Fig. 1: sequential cells coloured by netlist name
Scale bar: 20 um.
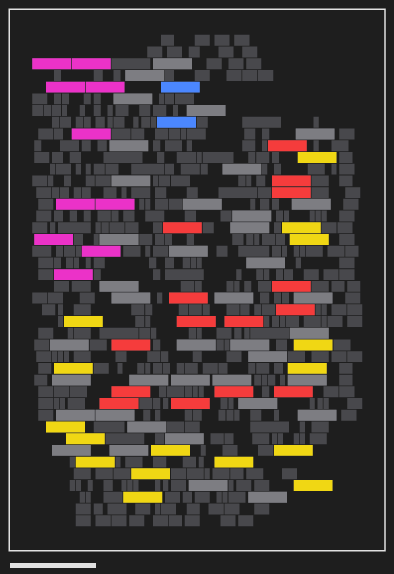
Fig. 2: placement view
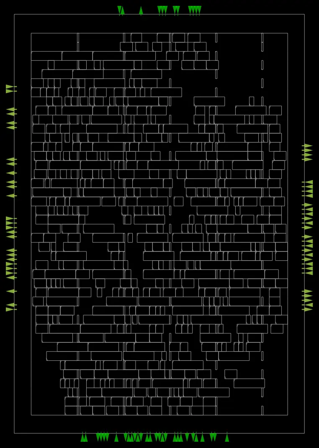
File: config.mk
export PLATFORM = sky130hd
export DESIGN_NAME = wave_packetizer
export DESIGN_NICKNAME = d
export VERILOG_FILES = /design/src/rtl/wave_pkg.sv /design/src/rtl/wave_skid_buf.sv /design/src/rtl/wave_packetizer.sv
export SDC_FILE = /design/constraint.sdc
export NUM_CORES = 1
export LEC_CHECK = 0
export CORE_ASPECT_RATIO = 1.5
export CORE_MARGIN = 5
export CORE_UTILIZATION = 46
export CTS_CLUSTER_SIZE = 20
export DETAILED_ROUTE_END_ITERATION = 7
export PLACE_DENSITY = 0.83
export SLEW_MARGIN = 20
export SYNTH_ARGS = -nofsm -noshare
export SYNTH_HDL_FRONTEND = slang
export SYNTH_SLANG_ARGS = --single-unit
File: constraint.sdc
create_clock -name clk -period 2.3 [get_ports clk]
set_clock_uncertainty 0.1 [all_clocks]
set_input_delay 0.345 -clock clk [delete_from_list [all_inputs] [get_ports clk]]
set_output_delay 0.345 -clock clk [all_outputs]
set_load 0.02 [all_outputs]
File: src/rtl/wave_pkg.sv
// wave_pkg: FSM states and sample-to-word assembly shared by wave_packetizer.
package wave_pkg;
   localparam int WORD_MAX = 64;
   typedef enum logic [2:0] {
      IDLE, FETCH, STREAM, TRAILER
`ifdef WAVE_PACKETIZER_CKSUM_EN
      , CKSUM
`endif
   } state_t;
   function automatic logic [WORD_MAX-1:0] mk_word(input logic [WORD_MAX-1:0] s, input int sw, input logic sx);
      logic [WORD_MAX-1:0] m;
      m = {WORD_MAX{1'b1}} << sw;
      return (sx && s[sw-1]) ? (s | m) : (s & ~m);
   endfunction
endpackage

File: src/rtl/wave_skid_buf.sv
// wave_skid_buf: 2-entry valid/ready buffer; head register drives the output and holds while stalled.
module wave_skid_buf #(
   parameter int W = 18
) (
   input  logic         clk,
   input  logic         rst_n,
   input  logic         in_valid,
   input  logic [W-1:0] in_data,
   output logic         out_valid,
   input  logic         out_ready,
   output logic [W-1:0] out_data,
   output logic [1:0]   cnt
);
   logic [W-1:0] m1;
   logic pop;
   assign out_valid = cnt != 2'd0;
   assign pop = out_valid && out_ready;
   always_ff @(posedge clk or negedge rst_n)
      if (!rst_n) begin
         cnt <= '0;
         out_data <= '0;
         m1 <= '0;
      end else begin
         cnt <= cnt + {1'b0, in_valid} - {1'b0, pop};
         if (pop || cnt == 2'd0) out_data <= cnt == 2'd2 ? m1 : in_data;
         if (in_valid && cnt != 2'd0) m1 <= in_data;
      end
endmodule

File: src/rtl/wave_packetizer.sv
// wave_packetizer: streams per-channel RAM waveforms as one valid/ready packet closed by a wave-number trailer.
// Define WAVE_PACKETIZER_CKSUM_EN to append a 16-bit wrapping checksum word after the trailer.
module wave_packetizer
   import wave_pkg::*;
#(
   parameter  int NUM_CH   = 2,
   parameter  int DEPTH    = 1000,
   parameter  int SAMPLE_W = 14,
   parameter  int OUT_W    = 16,
   parameter  int SIGN_EXT = 0,
   localparam int ADDR_W   = $clog2(DEPTH),
   localparam int CH_W     = NUM_CH > 2 ? $clog2(NUM_CH) : 1
) (
   input  logic                       clk,
   input  logic                       rst_n,
   input  logic                       start,
   input  logic [15:0]                wavenum,
   output logic                       busy,
   output logic                       overrun,
   output logic                       rd_en,
   output logic [ADDR_W-1:0]          rd_addr,
   input  logic [NUM_CH*SAMPLE_W-1:0] rd_data,
   output logic [OUT_W-1:0]           out_data,
   output logic                       out_valid,
   input  logic                       out_ready,
   output logic                       out_sop,
   output logic                       out_eop,
   output logic [15:0]                lastwavenum
);
   state_t st;
   logic [CH_W-1:0] ch, rd_ch;
   logic [ADDR_W-1:0] idx;
   logic [15:0] wn;
   logic rd_done, rd_pend, rd_sop, bv, pop, last;
   logic [1:0] cnt, occ;
   logic [OUT_W+1:0] bq;
   logic [OUT_W-1:0] word;
   logic [SAMPLE_W-1:0] smp;
   assign rd_addr = idx;
   assign busy = st != IDLE;
   assign last = ch == CH_W'(NUM_CH - 1) && idx == ADDR_W'(DEPTH - 1);
   assign pop = bv && out_ready;
   // a read lands in the buffer two edges later; only current pop is known, so count it as credit
   assign occ = cnt + {1'b0, rd_pend};
   assign rd_en = st == FETCH || (st == STREAM && !rd_done && (occ < 2'd2 || (occ == 2'd2 && pop)));
   assign smp = rd_data[int'(rd_ch)*SAMPLE_W +: SAMPLE_W];
   assign word = OUT_W'(mk_word(WORD_MAX'(smp), SAMPLE_W, SIGN_EXT != 0));
   wave_skid_buf #(.W(OUT_W + 2)) u_buf (
      .clk       (clk),
      .rst_n     (rst_n),
      .in_valid  (rd_pend),
      .in_data   ({rd_sop, 1'b0, word}),
      .out_valid (bv),
      .out_ready (out_ready),
      .out_data  (bq),
      .cnt       (cnt)
   );
`ifdef WAVE_PACKETIZER_CKSUM_EN
   logic [15:0] sum;
   always_ff @(posedge clk or negedge rst_n)
      if (!rst_n) sum <= '0;
      else sum <= st == IDLE ? '0 : (out_valid && out_ready) ? sum + out_data[15:0] : sum;
`endif
   always_comb begin
      out_valid = bv || st == TRAILER;
      out_data = st == TRAILER ? OUT_W'(wn) : bq[OUT_W-1:0];
      out_sop = bv && bq[OUT_W+1];
`ifdef WAVE_PACKETIZER_CKSUM_EN
      out_valid = out_valid || st == CKSUM;
      out_data = st == CKSUM ? OUT_W'(sum) : out_data;
      out_eop = bv ? bq[OUT_W] : st == CKSUM;
`else
      out_eop = bv ? bq[OUT_W] : st == TRAILER;
`endif
   end
   always_ff @(posedge clk or negedge rst_n)
      if (!rst_n) begin
         st <= IDLE;
         ch <= '0;
         idx <= '0;
         wn <= '0;
         lastwavenum <= '0;
         overrun <= 1'b0;
         rd_done <= 1'b0;
         rd_pend <= 1'b0;
         rd_ch <= '0;
         rd_sop <= 1'b0;
      end else begin
         overrun <= start && st != IDLE;
         rd_pend <= rd_en;
         rd_ch <= ch;
         rd_sop <= ch == '0 && idx == '0;
         if (rd_en) begin
            rd_done <= last;
            ch <= last ? '0 : ch + CH_W'(idx == ADDR_W'(DEPTH - 1));
            idx <= idx == ADDR_W'(DEPTH - 1) ? '0 : idx + 1'b1;
         end
         case (st)
            IDLE: if (start) begin
               st <= FETCH;
               wn <= wavenum;
               ch <= '0;
               idx <= '0;
               rd_done <= 1'b0;
            end
            FETCH: st <= STREAM;
            STREAM: if (rd_done && !rd_pend && (cnt == 2'd0 || (cnt == 2'd1 && pop))) st <= TRAILER;
`ifdef WAVE_PACKETIZER_CKSUM_EN
            TRAILER: if (out_ready) st <= CKSUM;
            CKSUM: if (out_ready) begin
               st <= IDLE;
               lastwavenum <= wn;
            end
`else
            TRAILER: if (out_ready) begin
               st <= IDLE;
               lastwavenum <= wn;
            end
`endif
            default: st <= IDLE;
         endcase
      end
endmodule

==> reports/qor.yml <==
status: "complete, no violations"
clk_pin_slew_ns: 0.06
ios: 96
crit_buf_inv: 2
cp.required_ns: 1.86
numPortBuffers: 95
clk-power_uw: 1340
crit_path_top_delay_cell: "dfrtp_1"
cts_hold_buf: 1
syn_to_final_growth_pct: 34.6
max_cap_violations: 0
chip_area_um2: 10900
yosys.area.top_type: "dfrtp_1"
place_area_um2: 5210
grt_max_degree: 49
cts_tree: "yes"
swShare_pct: 40.3
ant_nets: 0
timing.fmax_mhz: 445
final_area_um2: 5490
synth_top_area_share_pct: 50.3
min_to: "rd_ch$_DFF_PN0_"
routed_via_density: 5.69
end_kind: "output port"
die_h_um: 125
yosys-stat-area_um2: 4080
worst_path_largest_cell_delay_ns: 0.39
drc: 0
stdcell_count: 622
irDropWorstVdd_mv: 0.886
clock_sinks: 82
relSlewSlack_pct: 56.7
ff2ff_setup_slack_ns: 0.19
routed.top_layer: "met4"
dr.pass1.iters: 4
hpwl_um: 7820
maxSlewViolCount: 0
finalSetupViolations: 0
crit_family: "buffers and inverters"
crit_chain: "ha_1 > buf_12 > or3_1 > dlygate4sd2_1"
vias: 3539
numCtsBuffers: 9
antenna-diode-count: 0
layout_setup_ws_ns: 0.0526
fp_util_pct: 46.5
row_count: 42
ys_seq_share_pct: 50.3
post-cts-setup-buffers: 2
p_leak_uw: 0.00244
clk_latency_ns: 0.34
final_common_cell: "nand2_1"
hold_depth: 0
period_minus_slack_ns: 2.25
finalNetCount: 565
grt-ovfl-total: 0
crit_fanout: 20
path_class: "reg -> out"
edf_count: 0
r2r_end: "rd_addr[0]$_DFF_PN0_"
warning_count: 31
p_per_area_nw_per_um2: 1360
hp-class: "reg -> reg"
track_usage_pct: 21.9
syn_nets: 464
power.share.clock_pct: 18.1
pwr-share-seq_pct: 33.7
antenna_found_initial: 0
syn_area_per_cell_um2: 10.0
final-hold-violation-count: 0
power.total_uw: 7440
wl_met3_um: 637
switchingPower_uw: 3000
critPathLaunchType: "flop"
p_int_uw: 4440
power_leader: "combinational cells"
grt_pass1_wl_um: 18700
synth_flops: 82
post-place-cells: 603
pwr-share-comb_pct: 48.2
dr_wl_met2_um: 5960
preCtsSetupSlack_ns: 0.0164
powerComb_uw: 3590
worstHoldStart: "ch$_DFF_PN0_"
grt_pass1_vias: 3766
crit_cells: 4
synthArstFlopShare_pct: 100
r2r-start: "st[0]$_DFFE_PN0P_"
syn_inst: 406
cp_data_arrival_time_ns: 1.80
wl_met1_um: 4320
p_seq_uw: 2510
yosys_warnings: 0
cts.repair.resized: 22
drtIter0Drc: 220
netlist_area_um2: 4080
ys_types: 42
r2r_cells: 8
holdWs_ns: 0.367
Back to the opening pictures, Fig. 1:
magenta -> `rd_addr`  # placed flops 10
blue -> `st`  # placed flops 2
yellow -> `wn`  # placed flops 16
red -> `u_buf.out_data`  # placed flops 15
fin util: 62.6%
sequential share of cell area: 37.4%

Back to the opening pictures, Fig. 2:
sequential cell count: 82
core area: 8780 um^2
filler cell count: 718
Tap Cells: 110

==> layout make-up <==
| type | count | area (um^2) | share of cell area, % |
|---|---|---|---|
| Timing Repair Buffer | 114 | 1100 | 20.1 |
| Clock buffer | 9 | 225 | 4.10 |
| Sequential cell | 82 | 2050 | 37.4 |
| Tap cell | 110 | 138 | 2.51 |
| Inverter | 11 | 41.3 | 0.752 |
| Clock inverter | 7 | 53.8 | 0.980 |
| Multi-Input combinational cell | 289 | 1880 | 34.2 |
==> kinds of logic after synthesis <==
family	share of synthesized area, %
adders and majority gates	3.07
DFF	50.3
and+or+nand+nor	14.6
muxes	12.5
AOI/OAI and AO/OA	15.3
buffers and inverters	3.77
xor gates and xnor gates	0.429
==> synthesized netlist by cell type, types with 2 or more instances <==
master,n
nand2_1,86
nor2b_1,2
buf_1,3
and2_1,6
and3_1,2
o22ai_1,15
xnor2_1,2
or3_1,6
buf_2,12
mux2_2,32
nor4_1,2
nand3_1,6
nand3b_1,3
a22o_1,14
clkbuf_1,8
a21oi_1,26
a31oi_1,2
nor2_1,7
dfrtp_1,82
mux2i_1,15
o31ai_1,2
ha_1,10
o21ai_0,35
inv_1,10
==> registers in the layout (all words and copies together), names as in the netlist <==
register and flops:
ch 1, lastwavenum 16, overrun 1, rd_addr 10
rd_ch 1, rd_done 1, rd_pend 1, rd_sop 1
st 2, u_buf.cnt 2, u_buf.m1 15, u_buf.out_data 15
wn 16
==> layer usage <==
| metal | global-route usage [%] | up-vias |
|---|---|---|
| met4 | 8.62 | 0 |
| met2 | 37.2 | 125 |
| li1 | - | 1640 |
| met3 | 5.53 | 22 |
| met1 | 25.9 | 1752 |
| met5 | 0 | - |
Power figures rest on the tool's default switching activity, not on a simulated workload.
